**config.mk**
```make
export PLATFORM = sky130hd
export DESIGN_NAME = pool_scan_ctrl
export DESIGN_NICKNAME = d
export VERILOG_FILES = /design/src/rtl/pool_pkg.sv /design/src/rtl/pool_window_eval.sv /design/src/rtl/pool_scan_ctrl.sv
export SDC_FILE = /design/constraint.sdc
export NUM_CORES = 1
export LEC_CHECK = 0
export ABC_AREA = 1
export CORE_MARGIN = 1
export CORE_UTILIZATION = 40
export CTS_CLUSTER_DIAMETER = 30
export DETAILED_ROUTE_END_ITERATION = 10
export DONT_BUFFER_PORTS = 1
export PLACE_DENSITY = 0.62
export SYNTH_ARGS = -nofsm -noshare
export SYNTH_HDL_FRONTEND = slang
export SYNTH_SLANG_ARGS = --single-unit
```
**constraint.sdc**
```tcl
create_clock -name clk -period 4.05 [get_ports clk]
set_input_delay 1.0125 -clock clk [delete_from_list [all_inputs] [get_ports clk]]
set_output_delay 1.0125 -clock clk [all_outputs]
set_load 0.02 [all_outputs]
```
**src/rtl/pool_pkg.sv**
```systemverilog
// Shared types and sizing helpers for the binary pooling scan controller.
package pool_pkg;

    typedef enum logic [1:0] {IDLE, SCAN, LAST, DONE} pool_state_t;

    typedef struct packed {
        logic and_b;
        logic par_b;
        logic or_b;
    } pool_res_t;

    function automatic int unsigned pool_out_dim(input int unsigned row_limit,
                                                 input int unsigned win,
                                                 input int unsigned stride);
        return (row_limit - win) / stride + 1;
    endfunction

    // Index width that stays at least one bit for degenerate single-position scans.
    function automatic int unsigned pool_idx_w(input int unsigned n);
        return (n > 1) ? $clog2(n) : 1;
    endfunction

endpackage

```
**src/rtl/pool_window_eval.sv**
```systemverilog
// Combinational evaluation of one pooling window: AND, parity and OR of its pixels.
module pool_window_eval
    import pool_pkg::*;
#(
    parameter int unsigned ROW_LIMIT   = 10,
    parameter int unsigned WINDOW_SIZE = 3,
    parameter int unsigned STRIDE      = 1,
    parameter int unsigned IDX_W       = pool_idx_w(pool_out_dim(ROW_LIMIT, WINDOW_SIZE, STRIDE))
) (
    input  logic [ROW_LIMIT*ROW_LIMIT-1:0] frame_i,
    input  logic [IDX_W-1:0]               row_i,
    input  logic [IDX_W-1:0]               col_i,
    output pool_res_t                      res_o
);

    logic [ROW_LIMIT*ROW_LIMIT-1:0] shifted;
    logic                           all_b;
    logic                           xor_b;
    logic                           any_b;

    always_comb begin
        shifted = '0;
        all_b   = 1'b1;
        xor_b   = 1'b0;
        any_b   = 1'b0;
        for (int unsigned dr = 0; dr < WINDOW_SIZE; dr++) begin
            for (int unsigned dc = 0; dc < WINDOW_SIZE; dc++) begin
                shifted = frame_i >> ((32'(row_i) * STRIDE + dr) * ROW_LIMIT
                                      + 32'(col_i) * STRIDE + dc);
                all_b   = all_b & shifted[0];
                xor_b   = xor_b ^ shifted[0];
                any_b   = any_b | shifted[0];
            end
        end
        res_o       = '0;
        res_o.and_b = all_b;
        // Even-sized windows report XNOR so an all-equal window gives a fixed parity sense.
        res_o.par_b = (WINDOW_SIZE % 2 == 0) ? ~xor_b : xor_b;
        res_o.or_b  = any_b;
    end

endmodule

```
**src/rtl/pool_scan_ctrl.sv**
```systemverilog
// Scan sequencer for binary pooling: latches a frame and streams per-window AND/parity/OR.
// Accumulated feature maps are built only when POOL_MAP_EN is defined.
module pool_scan_ctrl
    import pool_pkg::*;
#(
    parameter int unsigned ROW_LIMIT   = 10,
    parameter int unsigned WINDOW_SIZE = 3,
    parameter int unsigned STRIDE      = 1,
    localparam int unsigned OUT_DIM    = pool_out_dim(ROW_LIMIT, WINDOW_SIZE, STRIDE),
    localparam int unsigned IDX_W      = pool_idx_w(OUT_DIM),
    localparam int unsigned MAP_W      = OUT_DIM * OUT_DIM
) (
    input  logic                           clk,
    input  logic                           rst_n,
    input  logic                           start,
    input  logic [ROW_LIMIT*ROW_LIMIT-1:0] frame_in,
    output logic                           busy,
    output logic                           done,
    output logic                           res_valid,
    input  logic                           res_ready,
    output logic [2:0]                     res_bits,
    output logic [IDX_W-1:0]               res_row,
    output logic [IDX_W-1:0]               res_col,
    output logic [MAP_W-1:0]               and_map,
    output logic [MAP_W-1:0]               par_map,
    output logic [MAP_W-1:0]               or_map
);

    localparam logic [IDX_W-1:0] LAST_IDX = IDX_W'(OUT_DIM - 1);

    pool_state_t                    state_q, state_d;
    logic [ROW_LIMIT*ROW_LIMIT-1:0] frame_q, frame_d;
    logic [IDX_W-1:0]               row_q, row_d;
    logic [IDX_W-1:0]               col_q, col_d;
    logic                           busy_q, busy_d;
    logic                           done_q, done_d;
    logic                           valid_q, valid_d;
    pool_res_t                      bits_q, bits_d;
    logic [IDX_W-1:0]               rrow_q, rrow_d;
    logic [IDX_W-1:0]               rcol_q, rcol_d;

    logic                           idle;
    logic                           xfer;
    logic                           load;
    logic                           pos_last;
    logic [ROW_LIMIT*ROW_LIMIT-1:0] eval_frame;
    pool_res_t                      eval_res;

    assign idle     = (state_q == IDLE);
    assign xfer     = valid_q & res_ready;
    assign pos_last = (row_q == LAST_IDX) && (col_q == LAST_IDX);
    // Counters rest at (0,0) in IDLE, so the first window is evaluated straight off frame_in
    // and loaded on the start edge itself.
    assign eval_frame = idle ? frame_in : frame_q;

    pool_window_eval #(
        .ROW_LIMIT  (ROW_LIMIT),
        .WINDOW_SIZE(WINDOW_SIZE),
        .STRIDE     (STRIDE),
        .IDX_W      (IDX_W)
    ) u_eval (
        .frame_i(eval_frame),
        .row_i  (row_q),
        .col_i  (col_q),
        .res_o  (eval_res)
    );

    always_comb begin
        state_d = state_q;
        frame_d = frame_q;
        row_d   = row_q;
        col_d   = col_q;
        busy_d  = busy_q;
        done_d  = 1'b0;
        valid_d = valid_q;
        bits_d  = bits_q;
        rrow_d  = rrow_q;
        rcol_d  = rcol_q;
        load    = 1'b0;

        unique case (state_q)
            IDLE: begin
                if (start) begin
                    frame_d = frame_in;
                    busy_d  = 1'b1;
                    load    = 1'b1;
                    state_d = pos_last ? LAST : SCAN;
                end
            end
            SCAN: begin
                load = ~valid_q | xfer;
                if (load && pos_last) begin
                    state_d = LAST;
                end
            end
            LAST: begin
                if (xfer) begin
                    valid_d = 1'b0;
                    busy_d  = 1'b0;
                    done_d  = 1'b1;
                    state_d = DONE;
                end
            end
            DONE: begin
                state_d = IDLE;
            end
            default: begin
                state_d = IDLE;
            end
        endcase

        if (load) begin
            valid_d = 1'b1;
            bits_d  = eval_res;
            rrow_d  = row_q;
            rcol_d  = col_q;
            if (pos_last) begin
                row_d = '0;
                col_d = '0;
            end else if (col_q == LAST_IDX) begin
                col_d = '0;
                row_d = row_q + 1'b1;
            end else begin
                col_d = col_q + 1'b1;
            end
        end
    end

    always_ff @(posedge clk or negedge rst_n) begin
        if (!rst_n) begin
            state_q <= IDLE;
            frame_q <= '0;
            row_q   <= '0;
            col_q   <= '0;
            busy_q  <= 1'b0;
            done_q  <= 1'b0;
            valid_q <= 1'b0;
            bits_q  <= '0;
            rrow_q  <= '0;
            rcol_q  <= '0;
        end else begin
            state_q <= state_d;
            frame_q <= frame_d;
            row_q   <= row_d;
            col_q   <= col_d;
            busy_q  <= busy_d;
            done_q  <= done_d;
            valid_q <= valid_d;
            bits_q  <= bits_d;
            rrow_q  <= rrow_d;
            rcol_q  <= rcol_d;
        end
    end

    assign busy      = busy_q;
    assign done      = done_q;
    assign res_valid = valid_q;
    assign res_bits  = bits_q;
    assign res_row   = rrow_q;
    assign res_col   = rcol_q;

`ifdef POOL_MAP_EN
    logic [MAP_W-1:0] and_q, and_d;
    logic [MAP_W-1:0] par_q, par_d;
    logic [MAP_W-1:0] or_q, or_d;
    logic [MAP_W-1:0] hit;

    always_comb begin
        and_d = and_q;
        par_d = par_q;
        or_d  = or_q;
        hit   = MAP_W'(1'b1) << (32'(rrow_q) * OUT_DIM + 32'(rcol_q));
        if (idle && start) begin
            and_d = '0;
            par_d = '0;
            or_d  = '0;
        end else if (xfer) begin
            and_d = bits_q.and_b ? (and_q | hit) : (and_q & ~hit);
            par_d = bits_q.par_b ? (par_q | hit) : (par_q & ~hit);
            or_d  = bits_q.or_b  ? (or_q  | hit) : (or_q  & ~hit);
        end
    end

    always_ff @(posedge clk or negedge rst_n) begin
        if (!rst_n) begin
            and_q <= '0;
            par_q <= '0;
            or_q  <= '0;
        end else begin
            and_q <= and_d;
            par_q <= par_d;
            or_q  <= or_d;
        end
    end

    assign and_map = and_q;
    assign par_map = par_q;
    assign or_map  = or_q;
`else
    assign and_map = '0;
    assign par_map = '0;
    assign or_map  = '0;
`endif

endmodule
```
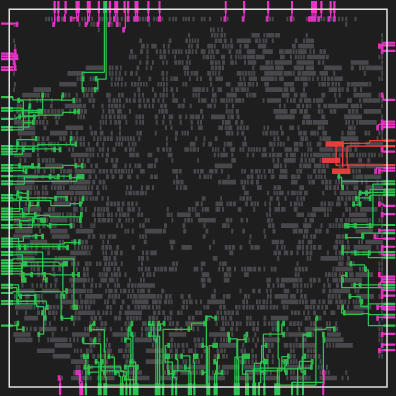
(run_1/port_nets.png)
Drawn at 2 px/um.
[`par_map`] magenta | direction: output | end cells: 64 | buffers: 0 | wire: 237 um
[`frame_in`] green | direction: input | end cells: 200 | buffers: 0 | wire: 2,840 um
[`res_bits`] red | direction: output | end cells: 3 | buffers: 0 | wire: 105 um
I/O pin count: 308
IO Port Bufs: 0

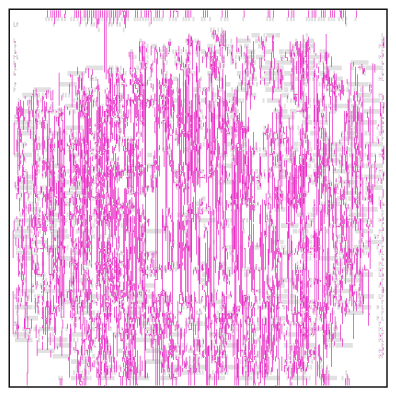
(run_1/met2.png)
Drawn at 2 px/um. Cells faint in the background.
wire length on this layer: 23.8 mm
share of all routed wire: 44%
main direction: vertical
met2 Usage GRT: 46.9%
detailed-route via count: 15,200
total wire length after detailed routing: 53,800 um

==> results_slide.txt, run 1 <==
Implementation Results

Outcome
  – Status: completed

Synth
  – Xor/xnor cell area share of the yosys netlist: 1.02%
  – Compound Share, Synth: 5.27%
  – Yosys cell count: 2,374

Detailed routing
  – Number of antenna-violating nets in the routed design: 0
  – Routed length on met2: 23,800 um
  – DRT met1 WL: 23,600 um

Place
  – Cell Count Post-Placement: 2,822
  – Placed cell area: 14,100 sq um

Finish
  – Largest cell class: multi-input combinational cells
  – Count of sequential standard cells: 120
  – Clock buffer cells: 17
  – Post-route cell area: 14,900 sq um
  – Max FFs per register: 100
  – Non-Clock Inverter Count: 147

Floorplanning
  – # rows: 67
  – Init Core Util: 41.0%

Global routing
  – Met3 usage in global routing: 7.04%
  – Top Usage Layer GRT: met2
  – Via count of the first global-routing pass: 13,900

Clock tree
  – Cts repair resizes: 4

Timing
  – Crit share post-route: 96.0%
  – Worst relative slew slack: 36.5%

Setup path
  – Largest stage delay, worst path: 590 ps
  – Crit path launch type: flop
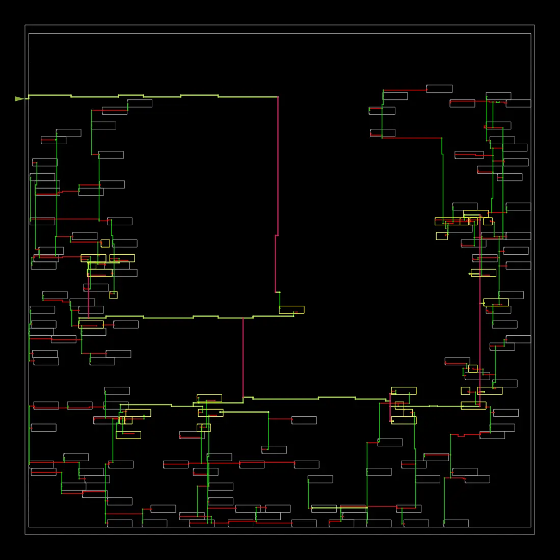
(run_1/final_clocks.png)
number of buffers created by CTS: 17
final clock skew: 13.0 ps
clk_lat worst skew: 450 ps
TritonCTS Sinks: 120

==> run_1/zoom.png <==
Window x 131 to 151, y 131 to 151 um. Cells in grey, sequential cells in the stronger grey; small squares are vias.
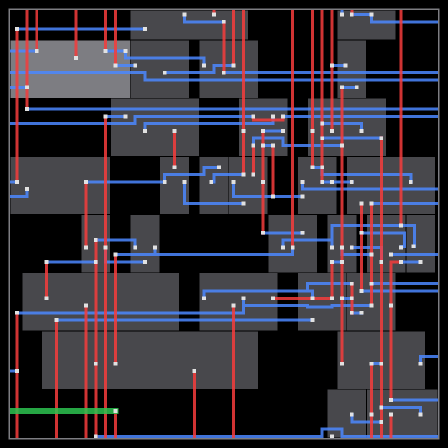

==> run 2: changes to the inputs <==
--- a/config.mk
+++ b/config.mk
@@ -14,2 +14,3 @@
 export PLACE_DENSITY = 0.62
+export SLEW_MARGIN = 20
 export SYNTH_ARGS = -nofsm -noshare
@@ -17 +18,2 @@
 export SYNTH_SLANG_ARGS = --single-unit
+export TNS_END_PERCENT = 30
==> constraint.sdc (replaced) <==
create_clock -name clk -period 4.05 [get_ports clk]
set_input_delay 1.215 -clock clk [delete_from_list [all_inputs] [get_ports clk]]
set_output_delay 1.215 -clock clk [all_outputs]
set_load 0.02 [all_outputs]
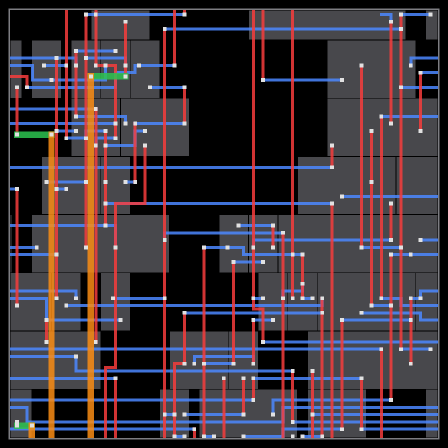
(run_2/zoom.png)
Window x 131 to 151, y 131 to 151 um. Cells in grey, sequential cells in the stronger grey; small squares are vias.
[met3] green
[met1] blue
[met4] orange
[met2] red
sequential cells in the window: 0
most frequent: nand2_1 (7), inv_1 (4), ha_1 (4)
cells with their middle in the window: 30

==> results_slide.txt, run 2 <==
Implementation Results

Global routing
  – Met3 usage in global routing: 5.71% (was 7.04%)
  – Met2 Usage GRT: 47.1% (was 46.9%)
  – Via count of the first global-routing pass: 14,100 (was 13,900)

Place
  – Placed cell area: 14,300 sq um (was 14,100 sq um)
  – IO Port Bufs: 0 (unchanged)

Clock tree
  – Clk_lat worst skew: 450 ps (about the same)
  – Cts repair resizes: 7 (was 4)

Finish
  – Max FFs per register: 100 (unchanged)
  – Largest cell class: multi-input combinational cells (unchanged)
  – Clock buffer cells: 18 (was 17)
  – Count of sequential standard cells: 120 (unchanged)
  – Non-Clock Inverter Count: 147 (unchanged)

Outcome
  – Status: completed (unchanged)

Setup path
  – Largest stage delay, worst path: 500 ps (was 590 ps)

Synth
  – Compound Share, Synth: 5.27% (unchanged)
  – Yosys cell count: 2,374 (unchanged)

Floorplanning
  – # rows: 67 (unchanged)
  – Init Core Util: 41.0% (unchanged)

Detailed routing
  – Number of antenna-violating nets in the routed design: 0 (unchanged)
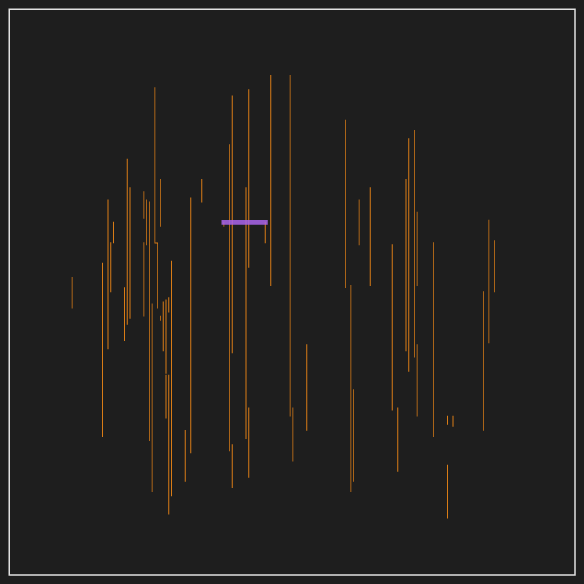
(run_2/metal_stack.png)
Drawn at 3 px/um. Two of the layers only.
[met5] purple | wire length: 13.8 um
[met4] orange | wire length: 2,170 um
detailed-route wire length per cell: 18.6 um
Overall Global Routing Usage: 30.0%
detailed-route via count: 15,300
total wire length after detailed routing: 53,800 um

